$ cat src/rtl/alu_pipe.sv
// alu_pipe: two-stage pipelined ALU with a result accumulator and a
// valid/ready handshake on both sides.
//
// Stage 1 registers the operation (A, B, opcode, use_acc).
// Stage 2 computes the result and flags and holds them for the consumer.
// The accumulator is loaded with every legal result that enters stage 2.
// Because the operand-A mux sits in stage 2, an op that selects the
// accumulator always sees the result of the op directly ahead of it.
// Therefore no forwarding path is needed.
//
// Ports
//   i_clk, i_reset    clock, asynchronous active-high reset
//   i_valid, o_ready  upstream handshake (operation accepted on i_valid & o_ready)
//   i_a, i_b          signed operands; i_b[SHW-1:0] is the shift amount
//   i_opcode          operation select
//   i_use_acc         replace operand A with the accumulator
//   o_valid, i_ready  downstream handshake (result consumed on o_valid & i_ready)
//   o_res             result
//   o_carry, o_ovf, o_zero, o_neg, o_err   result flags
module alu_pipe #(
    parameter int SIZE = 8
) (
    input  logic            i_clk,
    input  logic            i_reset,
    input  logic            i_valid,
    output logic            o_ready,
    input  logic [SIZE-1:0] i_a,
    input  logic [SIZE-1:0] i_b,
    input  logic [5:0]      i_opcode,
    input  logic            i_use_acc,
    output logic            o_valid,
    input  logic            i_ready,
    output logic [SIZE-1:0] o_res,
    output logic            o_carry,
    output logic            o_ovf,
    output logic            o_zero,
    output logic            o_neg,
    output logic            o_err
);
    localparam int SHW = $clog2(SIZE);

    localparam logic [5:0] OP_ADD = 6'b100000;
    localparam logic [5:0] OP_SUB = 6'b100010;
    localparam logic [5:0] OP_AND = 6'b100100;
    localparam logic [5:0] OP_OR  = 6'b100101;
    localparam logic [5:0] OP_XOR = 6'b100110;
    localparam logic [5:0] OP_NOR = 6'b100111;
    localparam logic [5:0] OP_SRL = 6'b000010;
    localparam logic [5:0] OP_SRA = 6'b000011;
    localparam logic [5:0] OP_SLL = 6'b000000;

    // Stage 1
    logic            s1_valid_q;
    logic [SIZE-1:0] s1_a_q;
    logic [SIZE-1:0] s1_b_q;
    logic [5:0]      s1_op_q;
    logic            s1_use_acc_q;

    // Stage 2 / outputs
    logic            s2_valid_q;
    logic [SIZE-1:0] res_q;
    logic            carry_q, ovf_q, zero_q, neg_q, err_q;
    logic [SIZE-1:0] acc_q;

    // Stage 2 next-state
    logic [SIZE-1:0] res_d;
    logic            carry_d, ovf_d, zero_d, neg_d, err_d;

    logic [SIZE-1:0] a_eff;
    logic [SIZE:0]   sum_w;
    logic [SIZE:0]   diff_w;
    logic [SHW-1:0]  shamt;
    logic            stall;
    logic            advance;

    // The held result blocks the whole pipe; everything moves together otherwise.
    assign stall   = s2_valid_q & ~i_ready;
    assign advance = ~stall;
    assign o_ready = advance;

    assign a_eff  = s1_use_acc_q ? acc_q : s1_a_q;
    assign sum_w  = {1'b0, a_eff} + {1'b0, s1_b_q};
    // The top bit of the extended difference is the unsigned borrow.
    assign diff_w = {1'b0, a_eff} - {1'b0, s1_b_q};
    assign shamt  = s1_b_q[SHW-1:0];

    always_comb begin
        res_d   = '0;
        carry_d = 1'b0;
        ovf_d   = 1'b0;
        err_d   = 1'b0;
        case (s1_op_q)
            OP_ADD: begin
                res_d   = sum_w[SIZE-1:0];
                carry_d = sum_w[SIZE];
                ovf_d   = (a_eff[SIZE-1] == s1_b_q[SIZE-1]) &&
                          (sum_w[SIZE-1] != a_eff[SIZE-1]);
            end
            OP_SUB: begin
                res_d   = diff_w[SIZE-1:0];
                carry_d = diff_w[SIZE];
                ovf_d   = (a_eff[SIZE-1] != s1_b_q[SIZE-1]) &&
                          (diff_w[SIZE-1] != a_eff[SIZE-1]);
            end
            OP_AND:  res_d = a_eff & s1_b_q;
            OP_OR:   res_d = a_eff | s1_b_q;
            OP_XOR:  res_d = a_eff ^ s1_b_q;
            OP_NOR:  res_d = ~(a_eff | s1_b_q);
            OP_SRL:  res_d = a_eff >> shamt;
            OP_SRA:  res_d = $unsigned($signed(a_eff) >>> shamt);
            OP_SLL:  res_d = a_eff << shamt;
            default: err_d = 1'b1;
        endcase
        zero_d = (res_d == '0);
        neg_d  = res_d[SIZE-1];
    end

    always_ff @(posedge i_clk or posedge i_reset) begin
        if (i_reset) begin
            s1_valid_q   <= 1'b0;
            s1_a_q       <= '0;
            s1_b_q       <= '0;
            s1_op_q      <= '0;
            s1_use_acc_q <= 1'b0;
        end else if (advance) begin
            s1_valid_q <= i_valid;
            if (i_valid) begin
                s1_a_q       <= i_a;
                s1_b_q       <= i_b;
                s1_op_q      <= i_opcode;
                s1_use_acc_q <= i_use_acc;
            end
        end
    end

    always_ff @(posedge i_clk or posedge i_reset) begin
        if (i_reset) begin
            s2_valid_q <= 1'b0;
            res_q      <= '0;
            carry_q    <= 1'b0;
            ovf_q      <= 1'b0;
            zero_q     <= 1'b0;
            neg_q      <= 1'b0;
            err_q      <= 1'b0;
            acc_q      <= '0;
        end else if (advance) begin
            s2_valid_q <= s1_valid_q;
            // Bubbles leave the previous result and the accumulator in place.
            if (s1_valid_q) begin
                res_q   <= res_d;
                carry_q <= carry_d;
                ovf_q   <= ovf_d;
                zero_q  <= zero_d;
                neg_q   <= neg_d;
                err_q   <= err_d;
                if (!err_d) begin
                    acc_q <= res_d;
                end
            end
        end
    end

    assign o_valid = s2_valid_q;
    assign o_res   = res_q;
    assign o_carry = carry_q;
    assign o_ovf   = ovf_q;
    assign o_zero  = zero_q;
    assign o_neg   = neg_q;
    assign o_err   = err_q;
endmodule

$ cat config.mk
export PLATFORM = sky130hd
export DESIGN_NAME = alu_pipe
export DESIGN_NICKNAME = d
export VERILOG_FILES = /design/src/rtl/alu_pipe.sv
export SDC_FILE = /design/constraint.sdc
export NUM_CORES = 1
export LEC_CHECK = 0
export ABC_CLOCK_PERIOD_IN_PS = 3000
export CAP_MARGIN = 25
export CORE_UTILIZATION = 50
export CTS_CLUSTER_SIZE = 40
export DETAILED_ROUTE_END_ITERATION = 10
export PLACE_DENSITY = 0.76
export SYNTH_ARGS = -nofsm -noshare
export SYNTH_HDL_FRONTEND = slang
export SYNTH_SLANG_ARGS = --single-unit
$ cat constraint.sdc
create_clock -name i_clk -period 3 [get_ports i_clk]
set_clock_uncertainty 0.05 [all_clocks]
set_input_delay 0.3 -clock i_clk [delete_from_list [all_inputs] [get_ports i_clk]]
set_output_delay 0.3 -clock i_clk [all_outputs]
set_load 0.005 [all_outputs]
Wiring heat map:
The die is cut into 18 by 18 equal tiles; black is low, pale yellow is high, scaled to the fullest tile. Values are wire area over tile area, all layers added.
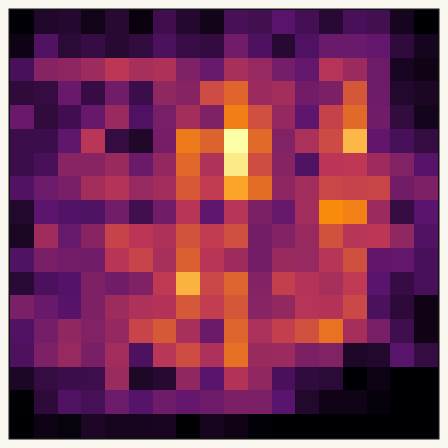
densest ninth of the die	centre
mean over tiles	0.22
fullest tile	0.70
routed wire length: 10.81 mm
global-route usage over all layers: 29.09%
Routed wire per std cell: 18.91 um

I/O nets highlighted:
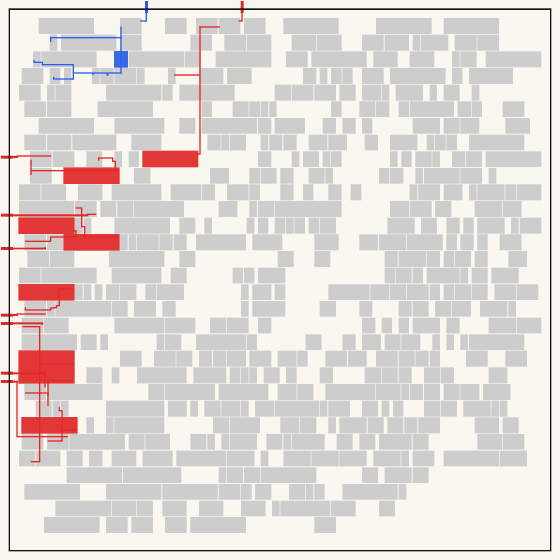
colour	port	bits	direction	edge	end cells	buffers	wire
red	o_res	8	output	7 west, 1 north	8	8	202 um
blue	o_ready	1	output	north	1	1	43.7 um
number of buffers inserted by port buffering: 41
number of top-level pins: 42

==> run notes <==
The finished cells cover 4873 sq um. The width of the chip is 88.31 um. The clock period minus worst slack is 2994 ps. For the flip-flop and latch count, the log shows 45.

The signal on the critical path passes through buf_4 -> mux2i_2 -> buf_4 -> fa_1 -> inv_1 -> mux4_2 -> nand2b_1 -> a21oi_1 -> a221o_1 -> nor4_2 -> a41o_1. The share of the Yosys chip area taken by registers is 30.23%. The cell at the root of the clock tree was sky130_fd_sc_hd__clkbuf_8. The report lists the power per cell area as 653.6 nW/um^2.

The clock network power share was 15.3%. The post-synth count of flops with an enable pin is 0. The number of cells on the worst reg-to-reg path is 11. The tools report the aggregate global routing overflow as 0.

STA lists the startpoint of the worst register-to-register path as s1_use_acc_q$_DFFE_PP0P_. The worst-case max-slew headroom was logged as 42.99%. The proportion of cell area spent on the clock network is 2.285%.

The tools report the capturing instance or port of the critical path as o_zero$_DFFE_PP0P_. In this run, distinct cell masters in the synthesized netlist total 66. During tapcell insertion the tool placed 99 well taps.

The top cell types in the final layout, fill and taps aside, are sky130_fd_sc_hd__buf_4 (57), sky130_fd_sc_hd__dfrtp_1 (44), sky130_fd_sc_hd__clkdlybuf4s50_1 (41). TritonCTS built the clock tree. Including well taps, the total number of placed cells is 562. The run gives 293 as the count of multi-input combinational gates. Counting along the longest clock path gives a buffer depth of 2. Static leakage: 2.235 nW. The commonest non-fill, non-tap cell in the layout is sky130_fd_sc_hd__buf_4. The run gives 4 as the detailed-routing iteration count for the pre-antenna-repair pass.

After synthesis, the chip area reported by Yosys is 3725 sq um. The aggregate negative setup slack was 0 ps. By area, the class that comes first in the final layout consists of logic gates. The non-clock inverters instantiated in the layout total 26. The count of unresolved DRC violations after routing was 0; the async set-reset flop share out of synthesis was 100.0%.

The run gives 5 for the number of buffers inserted during clock tree synthesis. The tools report the nature of the critical path endpoint as a flop. The tools report the share of power burned in combinational logic as 58.3%. The run gives 46 for the largest net degree at the start of global routing.

The Yosys step of the flow raised 0 warnings. Yosys attributes the largest share of cell area to sky130_fd_sc_hd__dfrtp_1 (30%), sky130_fd_sc_hd__ha_1 (9.1%), sky130_fd_sc_hd__mux2_2 (7.9%). The area share of the leading cell type in the synthesized netlist is 30.23%. The terminus of the critical flop-to-flop path is o_zero$_DFFE_PP0P_. For the number of non-filler instances in the completed layout, the log shows 572. With the initial antenna violation count at 0, the standard cell core area is 7214 sq um. The number of antenna diodes is 0.

In the final layout, the share of cells above drive strength 1 is 28.54%. The critical path in the final layout is reported with a setup slack of 6.279 ps. After floorplanning, the core was divided into 31 placement rows.

For reference, the final report shows the max-slew violation count at 0. The class of the worst hold path was primary input to async pin. In the final layout, multi-input gates take up 51.78% of the cell area.

At floorplan, the net count of the design was reported as 442. The report shows a maximum critical-path fanout of 4. In this run the vertical extent of the chip is 88.31 um.

The critical path contains buffers and inverters numbering 3 combined. Summing over the stages, the warning tally comes to 47. The run gives 528 as the net count reported at finish. The run finished with clean final reports.

With the signal arrival time at the worst endpoint at 3200 ps, the number of cells in Yosys stat is 386. With the number of global-route vias before repair at 3363, the post-detailed-placement cell area is 4596 sq um. The source of the critical timing path is s1_use_acc_q$_DFFE_PP0P_.

The count of hold buffers inserted by post-cts repair is 0. TritonCTS reports the number of clock sinks as 45. The most repeated cell in the gate-level netlist after synthesis was sky130_fd_sc_hd__dfrtp_1. The run gives 1127 sq um as the sequential cell area.

The most numerous cell type found on the critical path is sky130_fd_sc_hd__buf_4. Per the OpenROAD power report, switching power amounts to 1.287 mW. Post-layout total power: 3.185 mW. Sorting the Yosys area breakdown by cell type puts at the top sky130_fd_sc_hd__dfrtp_1. Summed over all nets, the half-perimeter wirelength after detailed placement is 8.238 mm.

Sequential cells account for 26.4% of the total power.
sequential cells by signal, indices dropped and copies added (netlist names):
name	cells
s1_op_q	6
o_valid	1
s1_valid_q	1
acc_q	8
o_err	1
o_carry	1
o_zero	1
s1_b_q	8
o_ovf	1
o_res	8
s1_a_q	8
s1_use_acc_q	1
timing repair:
| action | 4_1_cts | 5_1_grt |
|---|---|---|
| gates cloned | 0 | 0 |
| setup buffers | 0 | 1 |
| pin swaps | 1 | 4 |
| setup endpoints to repair | 11 | 17 |
| resized | 3 | 28 |
kinds of logic (layout without fill, tap and decap cells):
group           count (synthesis)  count (layout)  share of synthesized area [%]
compound gates                 79              79                          14.75
xor+xnor                       14              14                          3.292
fa+ha+maj                      29              29                          10.14
buf+inv                        48             135                          5.710
flops                          45              45                          30.23
mux                            57              57                          20.15
simple gates                  114             114                          15.72
layer usage:
metal | track usage (%) | part of all wire [%]
met2 | 50.42 | 50
met1 | 37.09 | 43
met5 | 0 | 0
met4 | 10.56 | 2.6
met3 | 4.011 | 4.1
power groups by stage:
stage | combinational [mW] | sequential, mW | clock (mW)
2_1_floorplan | 1.09 | 0.791 | 0
3_3_place_gp | 1.66 | 0.832 | 0
5_1_grt | 2.00 | 0.858 | 0.514
4_1_cts | 1.72 | 0.831 | 0.499
6_report | 1.86 | 0.840 | 0.487
3_5_place_dp | 1.70 | 0.838 | 0
worst reg2reg max path, delay by kind of cell, from the launching register on:
kind,cells,cell delay [ps]
multiplexers,2,610
AND-OR/OR-AND,3,590
adder cells (fa/ha/maj),1,490
flip-flops,1,460
buffers and inverters,3,370
AND/OR/NAND/NOR,2,370
Power figures rest on the tool's default switching activity, not on a simulated workload.
